==> run_1/logic_types.png <==
Drawn at 6 px/um.
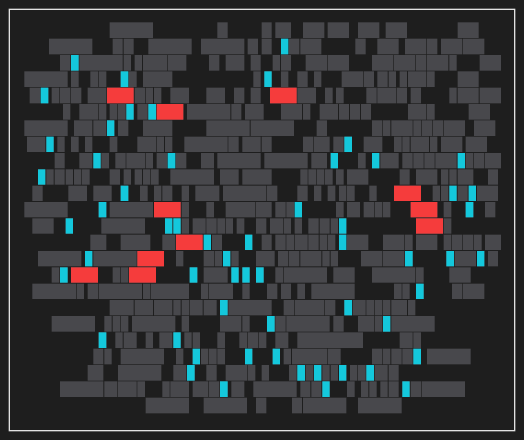
==> run_1/io_fan.png <==
Drawn at 3 px/um.
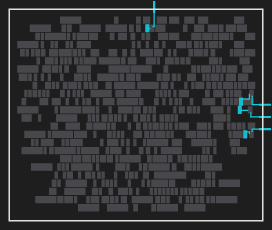
==> run_1/sizes.png <==
Drawn at 6 px/um.
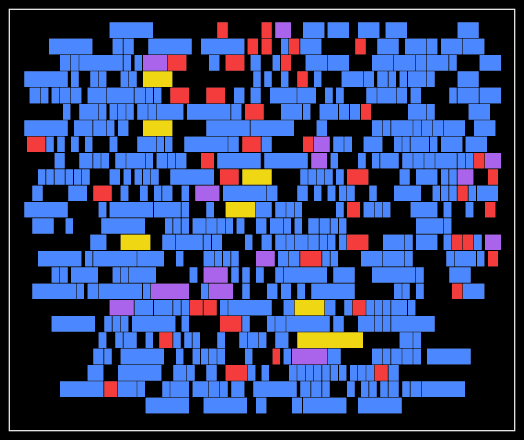
$ cat src/rtl/led_sched_pkg.sv
// Shared types and helpers for the LED pattern scheduler: FSM state encoding,
// a constant log2 and the round-robin source search.
package led_sched_pkg;

  typedef enum logic [1:0] {
    ST_IDLE    = 2'd0,
    ST_RESTART = 2'd1,
    ST_RUN     = 2'd2,
    ST_SWITCH  = 2'd3
  } state_e;

  localparam int MAX_SRC = 8;

  function automatic int clog2(input int n);
    int r;
    r = 0;
    for (int i = 0; i < 31; i++) begin
      if ((1 << i) < n) r = i + 1;
    end
    return r;
  endfunction

  // First set bit of mask strictly after idx, wrapping at nsrc; idx itself is
  // the last candidate so a lone valid source reselects itself.
  function automatic logic [2:0] next_valid(input logic [2:0] idx,
                                            input logic [MAX_SRC-1:0] mask,
                                            input int nsrc);
    logic [2:0] res;
    int j;
    res = idx;
    for (int k = nsrc; k >= 1; k--) begin
      j = (int'(idx) + k) % nsrc;
      if (mask[j]) res = j[2:0];
    end
    return res;
  endfunction

endpackage

$ cat src/rtl/tick_prescaler.sv
// Free-running decimation counter; tick is high for the single cycle in which
// the count sits at DECIMATION-1.
module tick_prescaler #(
  parameter logic [19:0] DECIMATION = 20'd1000000
) (
  input  logic clk,
  input  logic reset,
  output logic tick
);

  logic [19:0] count_q, count_d;

  // NOTE: every always_comb output gets a default first so no path leaves it
  // unassigned, which is what would otherwise infer a latch.
  always_comb begin
    tick    = (count_q == DECIMATION - 20'd1);
    count_d = tick ? '0 : count_q + 20'd1;
  end

  // NOTE: state registers use non-blocking assignment so every flop samples
  // the pre-edge values regardless of process evaluation order.
  always_ff @(posedge clk) begin
    if (!reset) count_q <= '0;
    else        count_q <= count_d;
  end

endmodule

$ cat src/rtl/led_pattern_sched.sv
// Round-robin scheduler that time-shares the LED bank between NSRC pattern
// generators, handing each its restart, enable and gated prescaler tick.
module led_pattern_sched
  import led_sched_pkg::*;
#(
  parameter int          NSRC       = 4,
  parameter int          WIDTH      = 8,
  parameter logic [19:0] DECIMATION = 20'd1000000,
  parameter logic [7:0]  DWELL      = 8'd16
) (
  input  logic                      clk,
  input  logic                      reset,
  input  logic [NSRC*WIDTH-1:0]     src_data,
  input  logic [NSRC-1:0]           src_valid,
  input  logic                      hold,
  input  logic                      next,
  output logic [NSRC-1:0]           src_restart,
  output logic [NSRC-1:0]           src_enable,
  output logic [NSRC-1:0]           src_tick,
  output logic [clog2(NSRC)-1:0]    active_idx,
  output logic [WIDTH-1:0]          out
);

  localparam int IW = clog2(NSRC);

  state_e             state_q, state_d;
  logic [IW-1:0]      idx_q, idx_d;
  logic [7:0]         dwell_q, dwell_d;
  logic [WIDTH-1:0]   out_q, out_d;
  logic               tick;
  logic [MAX_SRC-1:0] valid_ext;
  logic [IW-1:0]      idx_lowest, idx_rr;
  logic [NSRC-1:0]    idx_onehot;
  logic               active_valid;

  tick_prescaler #(.DECIMATION(DECIMATION)) u_prescaler (
    .clk   (clk),
    .reset (reset),
    .tick  (tick)
  );

  always_comb begin
    valid_ext               = '0;
    valid_ext[NSRC-1:0]     = src_valid;
    idx_lowest              = IW'(next_valid(3'(NSRC - 1), valid_ext, NSRC));
    idx_rr                  = IW'(next_valid(3'(idx_q), valid_ext, NSRC));
    active_valid            = src_valid[idx_q];
  end

  always_comb begin
    state_d = state_q;
    idx_d   = idx_q;
    dwell_d = dwell_q;
    out_d   = out_q;
    unique case (state_q)
      ST_IDLE: begin
        if (|src_valid) begin
          idx_d   = idx_lowest;
          state_d = ST_RESTART;
        end
      end
      ST_RESTART: begin
        dwell_d = '0;
        state_d = ST_RUN;
      end
      ST_RUN: begin
        out_d = src_data[idx_q*WIDTH +: WIDTH];
        // A skip request or loss of the active source preempts dwell counting.
        if (next || !active_valid) begin
          state_d = ST_SWITCH;
        end else if (tick && !hold) begin
          if (dwell_q == DWELL - 8'd1) state_d = ST_SWITCH;
          else                         dwell_d = dwell_q + 8'd1;
        end
      end
      ST_SWITCH: begin
        if (|src_valid) begin
          idx_d   = idx_rr;
          state_d = ST_RESTART;
        end else begin
          state_d = ST_IDLE;
        end
      end
      default: state_d = ST_IDLE;
    endcase
    // LEDs go dark from the first cycle spent in IDLE.
    if (state_d == ST_IDLE) begin
      out_d   = '0;
      dwell_d = '0;
    end
  end

  always_ff @(posedge clk) begin
    if (!reset) begin
      state_q <= ST_IDLE;
      idx_q   <= '0;
      dwell_q <= '0;
      out_q   <= '0;
    end else begin
      state_q <= state_d;
      idx_q   <= idx_d;
      dwell_q <= dwell_d;
      out_q   <= out_d;
    end
  end

  always_comb begin
    idx_onehot        = '0;
    idx_onehot[idx_q] = 1'b1;
    src_restart       = (state_q == ST_RESTART) ? idx_onehot : '0;
    src_enable        = (state_q == ST_RUN) ? idx_onehot : '0;
    src_tick          = (state_q == ST_RUN && tick) ? idx_onehot : '0;
  end

  assign active_idx = idx_q;
  assign out        = out_q;

endmodule

$ cat config.mk
export PLATFORM = sky130hd
export DESIGN_NAME = led_pattern_sched
export DESIGN_NICKNAME = d
export VERILOG_FILES = /design/src/rtl/led_sched_pkg.sv /design/src/rtl/tick_prescaler.sv /design/src/rtl/led_pattern_sched.sv
export SDC_FILE = /design/constraint.sdc
export NUM_CORES = 1
export LEC_CHECK = 0
export ABC_AREA = 1
export CORE_AREA = 2 2 82 68
export DETAILED_ROUTE_END_ITERATION = 12
export DIE_AREA = 0 0 84 70
export PLACE_DENSITY_LB_ADDON = 0.2
export SLEW_MARGIN = 40
export SYNTH_ARGS = -nofsm -noshare
export SYNTH_HDL_FRONTEND = slang
export SYNTH_SLANG_ARGS = --single-unit
$ cat constraint.sdc
create_clock -name clk -period 4.9 [get_ports clk]
set_clock_uncertainty 0.2 [all_clocks]
set_input_delay 0.98 -clock clk [delete_from_list [all_inputs] [get_ports clk]]
set_output_delay 0.98 -clock clk [all_outputs]
set_load 0.1 [all_outputs]
==> run_results.csv, run 1 <==
group,metric,value,unit
status,status,"complete, no violations",
power_and_ir_drop,p_sw,328,uW
synthesis,async_reset_ff_share,0,%
clock_tree,hold_buffers,0,
synthesis,ys_ff,40,
timing,finalHoldViolations,0,
synthesis,ys_seq_share,29.6,%
synthesis,synth.distinct_cells,33,
drt,firstDrtPassIters,5,
power_and_ir_drop,pwr-share-seq,38.0,%
clock_tree,cts_root_buf,"clkbuf_8",
global_route,top_usage_layer,"met2",
worst_hold_path,hold_class,"flip-flop to flip-flop",
floorplan,die_area,5880,sq um
power_and_ir_drop,irDropWorstVdd,0.139,mV
setup_path,worstPathRequired,3720,ps
setup_path,path_class,"flip-flop to output pin",
drt,route.met3.wl,430,um
floorplan,num_rows,24,
flow_run,maxCapViolCount,0,
power_and_ir_drop,swShare,36.0,%
drt,drc,0,
setup_path,ff2ff_setup_slack,2440,ps
setup_path,worstPathMaxFanout,24,
clock_tree,clk_latency,300,ps
power_and_ir_drop,combPwrFrac,30.3,%
setup_path,cp_data_arrival_time,2130,ps
global_route,grt.met3_usage,6.03,%
global_route,use_met2,35.6,%
drt,met1_length,3480,um
drt,wirelength,6820,um
drt,dr_wl_met2,2810,um
global_route,grt_overflow_total,0,
placed_design,dpl.hpwl,4990,um
drt,drtIter0Drc,203,
synthesis,yosysWarnings,0,
placed_design,place_congestion,0.860,
synthesis,syn-instance-count,408,
global_route,grt_antenna_before_repair,0,
worst_hold_path,holdPathStages,1,
setup_path,r2r-end,"active_idx[1]",
drt,viasPerCell,5.20,
clock_tree,cts.sinks,40,
synthesis,yosysTopAreaCell,"dfxtp_1",
clock_tree,clockBufferDepth,2,
synthesis,synth_top_flop_cell,"dfxtp_1",
global_route,grtUsageMet1,32.6,%
layout,area_growth,24.6,%
layout,nFillCells,474,
timing,report.final.slew_viol_count,0,
synthesis,top_area_share,29.6,%
drt,top_layer,"met4",
flow_run,warnings,33,
clock_tree,cts_tree,"done",
setup_path,end_kind,"output pin",
layout,fin_util,64.8,%
drt,avgRoutedWirePerCell,12.8,um
floorplan,core,5190,sq um
power_and_ir_drop,power_density,270,nW/um^2
drt,postRouteAntennaNets,0,
power_and_ir_drop,intPower,582,uW
global_route,grt_pass1_vias,2431,
global_route,grt_max_degree,25,
timing,setup_viol,0,
synthesis,topCellsByArea,"dfxtp_1 (30%), nand2_1 (12%), nor2_1 (8.6%)",
timing,holdWs,254,ps
timing,rsz0062_at_grt,"false",
synthesis,synth.cell_area,2700,sq um
clock_tree,numCtsBuffers,5,
layout,fin_nets,518,
layout,diodes,0,
timing,min_period,3310,ps
worst_hold_path,holdCritStartpoint,"u_prescaler.count_q[0]",
timing,fin_crit_sh,67.6,%
setup_path,worstRegToRegCells,9,
drt,via_count,2770,
timing,clock.fmax,302,MHz
power_and_ir_drop,power.leakage,1.45,nW
floorplan,die_w,84,um
global_route,track_usage,23.3,%
worst_hold_path,min_to,"u_prescaler.count_q[0]",
clock_tree,ctsResizeCount,0,
layout,logic_area,1620,sq um
layout,drive_gt1_share,13.2,%
timing,setup_tns,0,ps
power_and_ir_drop,power_frac_clock,31.7,%
synthesis,ys_cells,408,
clock_tree,cts.clk_slew.worst_paths,80,ps
setup_path,r2r-start,"active_idx[1]",
floorplan,floorplan.core_util,52.0,%
floorplan,die_height,70,um
synthesis,ys_chip_area,2700,sq um
global_route,grt_pass1_wl,11200,um
timing,max_slew_margin,47.4,%
clock_tree,h-tree-depth,2,
synthesis,syn_avg_cell_area,6.62,sq um
setup_path,start_kind,"flip-flop",
timing,tightestPinTransition,786,ps
synthesis,synth.net_count,459,
layout,seq_area,801,sq um
synthesis,edf_count,0,
clock_tree,postCtsSetupBuffers,0,
About logic_types.png:
legend:
  adder and majority cells:
    color: red
    cells: 11
  inverters:
    color: cyan
    cells: 58
    where: widely spread
non-filler instance count after layout: 533
Commonest Layout Cell: nand2_1
fraction of area in multi-input gates: 48.1%

About io_fan.png:
legend:
  src_enable:
    color: cyan
    bits: 4
    direction: output
    edge: 3 right, 1 top
    end_cells: 4
    buffers: 4
    wire: 28.3 um
IO buf count: 61
I/O pins: 62

About sizes.png:
legend:
  _2 cells:
    color: red
    cells: 41
  _0 and _1 cells:
    color: blue
    cells: 406
  _6 and larger:
    color: yellow
    cells: 7
  _3 and _4 cells:
    color: purple
    cells: 14
Plain + repair buffers: 63
final worst setup slack: 1590 ps
Finished Cell Area: 3370 sq um

## run 1: cell families after synthesis
family | count (synthesis) | share of synthesized area [%]
AND-OR/OR-AND | 76 | 16.8
XOR/XNOR | 10 | 3.24
adder cells (fa/ha/maj) | 11 | 5.09
buffers and inverters | 69 | 10.4
flip-flops | 40 | 29.6
AND/OR/NAND/NOR | 202 | 34.8
## run 1: cell type report
type                    instances  share of cell area [%]
inverters                      58                    6.47
flip-flops and latches         40                    23.8
clock buffers                   6                    2.45
clock inverters                 2                    1.15
well taps                      65                    2.42
repair buffers                 63                    15.6
multi-input cells             299                    48.1
## run 1: sequential cells by signal (all words and copies together), names as in the netlist
| register | count |
|---|---|
| out | 8 |
| state_q | 2 |
| u_prescaler.count_q | 20 |
| dwell_q | 8 |
| active_idx | 2 |
## run 1: Yosys cell counts (5+ instances only)
cell type,instances
inv_1,57
clkbuf_1,5
ha_1,11
nand4_1,8
a21oi_1,15
nor2_1,62
nand2_2,5
nand2_1,83
a21oi_2,9
dfxtp_1,40
o21ai_0,37
nor3_1,5
nand3_1,19
xor2_1,7
o221ai_1,8
## run 1: placed cells by master, fill, tap and decap left out
cell             synthesis  layout
nor2_1                  62      62
o21ai_0                 37      37
inv_1                   57      57
inv_2                    1       1
buf_4                    1       6
clkdlybuf4s50_1          0      39
nand3_1                 19      19
o21ai_1                  2       2
nand2_1                 83      83
clkbuf_8                 0       6
xor2_1                   7       7
nand3_4                  1       1
nor3_1                   5       5
nor3_2                   2       2
nor2_4                   3       3
ha_1                    11      11
clkinv_4                 0       1
nor4_1                   2       2
nand4_1                  8       8
dfxtp_1                 40      40
buf_2                    3      18
nand2_4                  2       2
bufinv_16                0       1
nor3_4                   1       1
o221ai_1                 8       8
nor3b_1                  3       3
a31oi_1                  2       2
nor2_2                   3       3
a21oi_1                 15      15
xnor2_1                  3       3
nand3_2                  3       3
a21oi_2                  9       9
o21a_1                   2       2
o21bai_1                 1       1
nand2_2                  5       5
## run 1: power by group through the flow
stage | combinational [mW] | clock [mW] | sequential (mW)
floorplan | 0.162 | 0 | 0.395
global placement | 0.277 | 0 | 0.352
detailed placement | 0.273 | 0 | 0.353
CTS | 0.275 | 0.293 | 0.346
global route | 0.299 | 0.307 | 0.347
finish | 0.276 | 0.288 | 0.346
## run 1: worst max-delay path by stage
stage | from | depth (start not counted) | end
after CTS | active_idx[0] | 6 | src_enable[0]
after detailed placement | src_valid[1] | 8 | out[7]
after global placement | active_idx[0] | 6 | src_enable[2]
final | active_idx[0] | 6 | src_enable[0]
after floorplan | active_idx[0] | 6 | src_tick[2]
after global routing | active_idx[0] | 6 | src_enable[0]
## run 1: critical path, cell delays in order, from the launching register on
cell and delay [ps]:
dfxtp_1 300, buf_4 200, inv_1 490, ha_1 270, nand2_1 80, inv_1 80, buf_2 420
## run 1: metrics by stage
stage               std cells  power (mW)  area [sq um]  worst slack, ps
global route              533       0.954          3370             1460
CTS                       533       0.913          3370             1600
detailed placement        525       0.626          3240             1740
floorplan                 408       0.556          2700              874
finish                    533       0.910          3370             1590
global placement          525       0.629          3330             1260
==> run 2: changes to the inputs <==
--- a/config.mk
+++ b/config.mk
@@ -6,9 +6,9 @@
 export NUM_CORES = 1
 export LEC_CHECK = 0
 export ABC_AREA = 1
-export CORE_AREA = 2 2 82 68
+export CORE_AREA = 2 2 89 74
 export DETAILED_ROUTE_END_ITERATION = 12
-export DIE_AREA = 0 0 84 70
+export DIE_AREA = 0 0 91 76
 export PLACE_DENSITY_LB_ADDON = 0.2
 export SLEW_MARGIN = 40
 export SYNTH_ARGS = -nofsm -noshare
==> constraint.sdc (replaced) <==
create_clock -name clk -period 2.9 [get_ports clk]
set_clock_uncertainty 0.2 [all_clocks]
set_input_delay 0.58 -clock clk [delete_from_list [all_inputs] [get_ports clk]]
set_output_delay 0.58 -clock clk [all_outputs]
set_load 0.1 [all_outputs]
==> run 2 against run 1 <==
  * Critical path depth grew 2
  * Total power up 69%
  * Core utilization is 5.6 points lower
  * Setup slack got worse by 1400 ps
  * Wire length increased by 1.6%
  * Die size is 18% higher
  * Hold slack worse by 4.6 ps
  * Register-to-register slack got worse by 1600 ps
  * Flip-flop count stayed put
  * Final area up 7.5%
  * Critical path type unchanged
  * Largest cell class unchanged
==> run_results.csv, run 2 <==
group,metric,value,unit
setup_path,worstRegToRegCells,10,
clock_tree,hold_buffers,0,
clock_tree,postCtsSetupBuffers,0,
floorplan,num_rows,26,
timing,rsz0062_at_grt,"false",
timing,tightestPinTransition,412,ps
synthesis,edf_count,0,
setup_path,end_kind,"output pin",
synthesis,ys_chip_area,2700,sq um
layout,fin_area,3620,sq um
global_route,grt_antenna_before_repair,0,
synthesis,yosys-top-cells-count,"nand2_1 (83), nor2_1 (62), inv_1 (57), dfxtp_1 (40), o21ai_0 (37)",
clock_tree,cts_tree,"done",
worst_hold_path,hold_class,"flip-flop to flip-flop",
power_and_ir_drop,intPower,990,uW
layout,largest_reg_flops,20,
setup_path,cp_data_arrival_time,1930,ps
drt,firstDrtPassIters,4,
setup_path,crit_path_max_incr_delay,350,ps
drt,avgRoutedWirePerCell,12.5,um
timing,min_period,2710,ps
power_and_ir_drop,combPwrFrac,33.1,%
layout,fin_nets,522,
layout,drive_gt1_share,14.8,%
setup_path,crit_slowest_cell,"dfxtp_1",
global_route,grt_max_degree,24,
drt,drc,0,
placed_design,portBuffers,61,
synthesis,ys_cells,408,
setup_path,path_cells,"ha_1 -> nand2_1 -> nor2_4 -> nand3_2 -> nor2_4 -> inv_1 -> nor2_4 -> buf_12",
clock_tree,clk_latency,290,ps
clock_tree,cts.sinks,40,
status,status,"complete, no violations",
synthesis,ys_ff,40,
synthesis,yosysWarnings,0,
global_route,grt_pass1_vias,2522,
timing,setup_tns,0,ps
setup_path,path_class,"flip-flop to output pin",
floorplan,die_area,6920,sq um
setup_path,ff2ff_setup_slack,830,ps
placed_design,dpl.hpwl,5320,um
layout,final_cell_mix,"nand2_1 (83), nor2_1 (58), inv_1 (57)",
global_route,grt_pass1_wl,11800,um
clock_tree,h-tree-depth,2,
floorplan,core,6120,sq um
floorplan,ioPinCount,62,
power_and_ir_drop,power_frac_clock,29.5,%
placed_design,place_congestion,0.888,
power_and_ir_drop,p_total,1.54,mW
clock_tree,clockBufferDepth,2,
power_and_ir_drop,pwr-share-seq,37.5,%
synthesis,syn_avg_cell_area,6.62,sq um
global_route,track_usage,20.9,%
synthesis,synth.net_count,459,
layout,area_growth,34.0,%
setup_path,crit_top_cell,"nor2_4",
placed_design,pre_cts_slack,436,ps
power_and_ir_drop,p_sw,551,uW
timing,max_slew_margin,72.5,%
flow_run,maxCapViolCount,0,
power_and_ir_drop,swShare,35.7,%
synthesis,synth_top_flop_cell,"dfxtp_1",
placed_design,dpl_cell_area,3510,sq um
synthesis,async_reset_ff_share,0,%
power_and_ir_drop,irDropWorstVdd,0.252,mV
drt,wirelength,6920,um
drt,via_count,2797,
clock_tree,ctsResizeCount,0,
layout,regMostFlops,"u_prescaler.count_q",
layout,logic_area,1650,sq um
drt,drtIter0Drc,108,
floorplan,die_w,91,um
power_and_ir_drop,power_density,426,nW/um^2
[run 2: final cells by class]
class	count	share of cell area, %
clock buffer	6	2.00
clock inverter	2	0.968
inverter	58	6.01
multi-input combinational	299	45.6
sequential	40	22.2
tap	84	2.90
timing repair buffer	67	20.4
[run 2: how the worst min path moves through the flow]
stage	from	to	slack [ps]	cells after the start
6_report	u_prescaler.count_q[0]	u_prescaler.count_q[0]	250	1
3_3_place_gp	u_prescaler.count_q[0]	u_prescaler.count_q[0]	230	1
3_5_place_dp	u_prescaler.count_q[0]	u_prescaler.count_q[0]	240	1
5_1_grt	u_prescaler.count_q[0]	u_prescaler.count_q[0]	260	1
2_1_floorplan	u_prescaler.count_q[0]	u_prescaler.count_q[0]	220	1
4_1_cts	u_prescaler.count_q[0]	u_prescaler.count_q[0]	250	1
[run 2: power groups by stage]
stage | Combinational (mW) | Clock, mW | Sequential, mW
global route | 0.554 | 0.494 | 0.579
CTS | 0.510 | 0.459 | 0.577
floorplan | 0.274 | 0 | 0.668
detailed placement | 0.509 | 0 | 0.590
global placement | 0.503 | 0 | 0.590
finish | 0.510 | 0.454 | 0.577
[run 2: kinds of logic after synthesis]
group | count (synthesis) | synth area share, %
AND/OR/NAND/NOR | 202 | 34.8
AND-OR/OR-AND | 76 | 16.8
buffers and inverters | 69 | 10.4
flip-flops | 40 | 29.6
adder cells (fa/ha/maj) | 11 | 5.09
XOR/XNOR | 10 | 3.24
[run 2: metrics by stage]
stage	hold slack, ps	util (%)	std cells
final	249	59.2	556
after detailed placement	240	57.4	548
after floorplan	218	-	408
after global placement	232	57.4	548
after global routing	264	59.2	556
after CTS	252	59.2	556
[run 2: critical path, delay by kind of cell (launching register included)]
family,cells,cell delay [ps]
adders and majority gates,1,180
DFF,1,350
buffers and inverters,2,390
and+or+nand+nor,5,700
[run 2: layer usage]
metal	vias up	share of wire, %	global-route usage [%]
met5	-	0	0
met4	0	0.98	6.21
met3	5	5.6	5.64
met2	73	46	32.7
met1	1271	47	28.1
li1	1448	-	-
==> run_2/placement.png <==
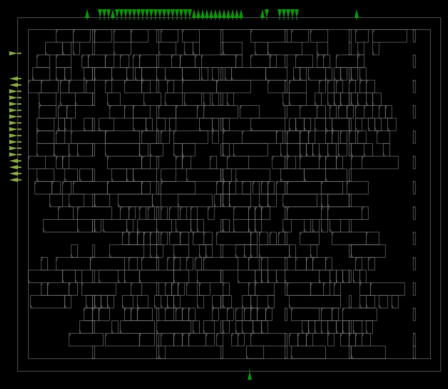
Seq cells: 40
Util after Layout: 59.2%
non-filler instance count after layout: 556

==> run_2/io_fan.png <==
Drawn at 3 px/um.
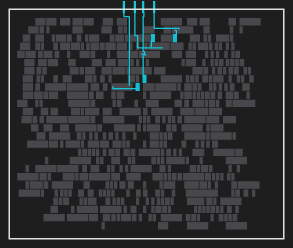
legend:
  src_enable:
    color: cyan
    bits: 4
    direction: output
    edge: top
    end_cells: 4
    buffers: 4
    wire: 102 um

No activity file was given, so power comes from the tool's default toggle rates.
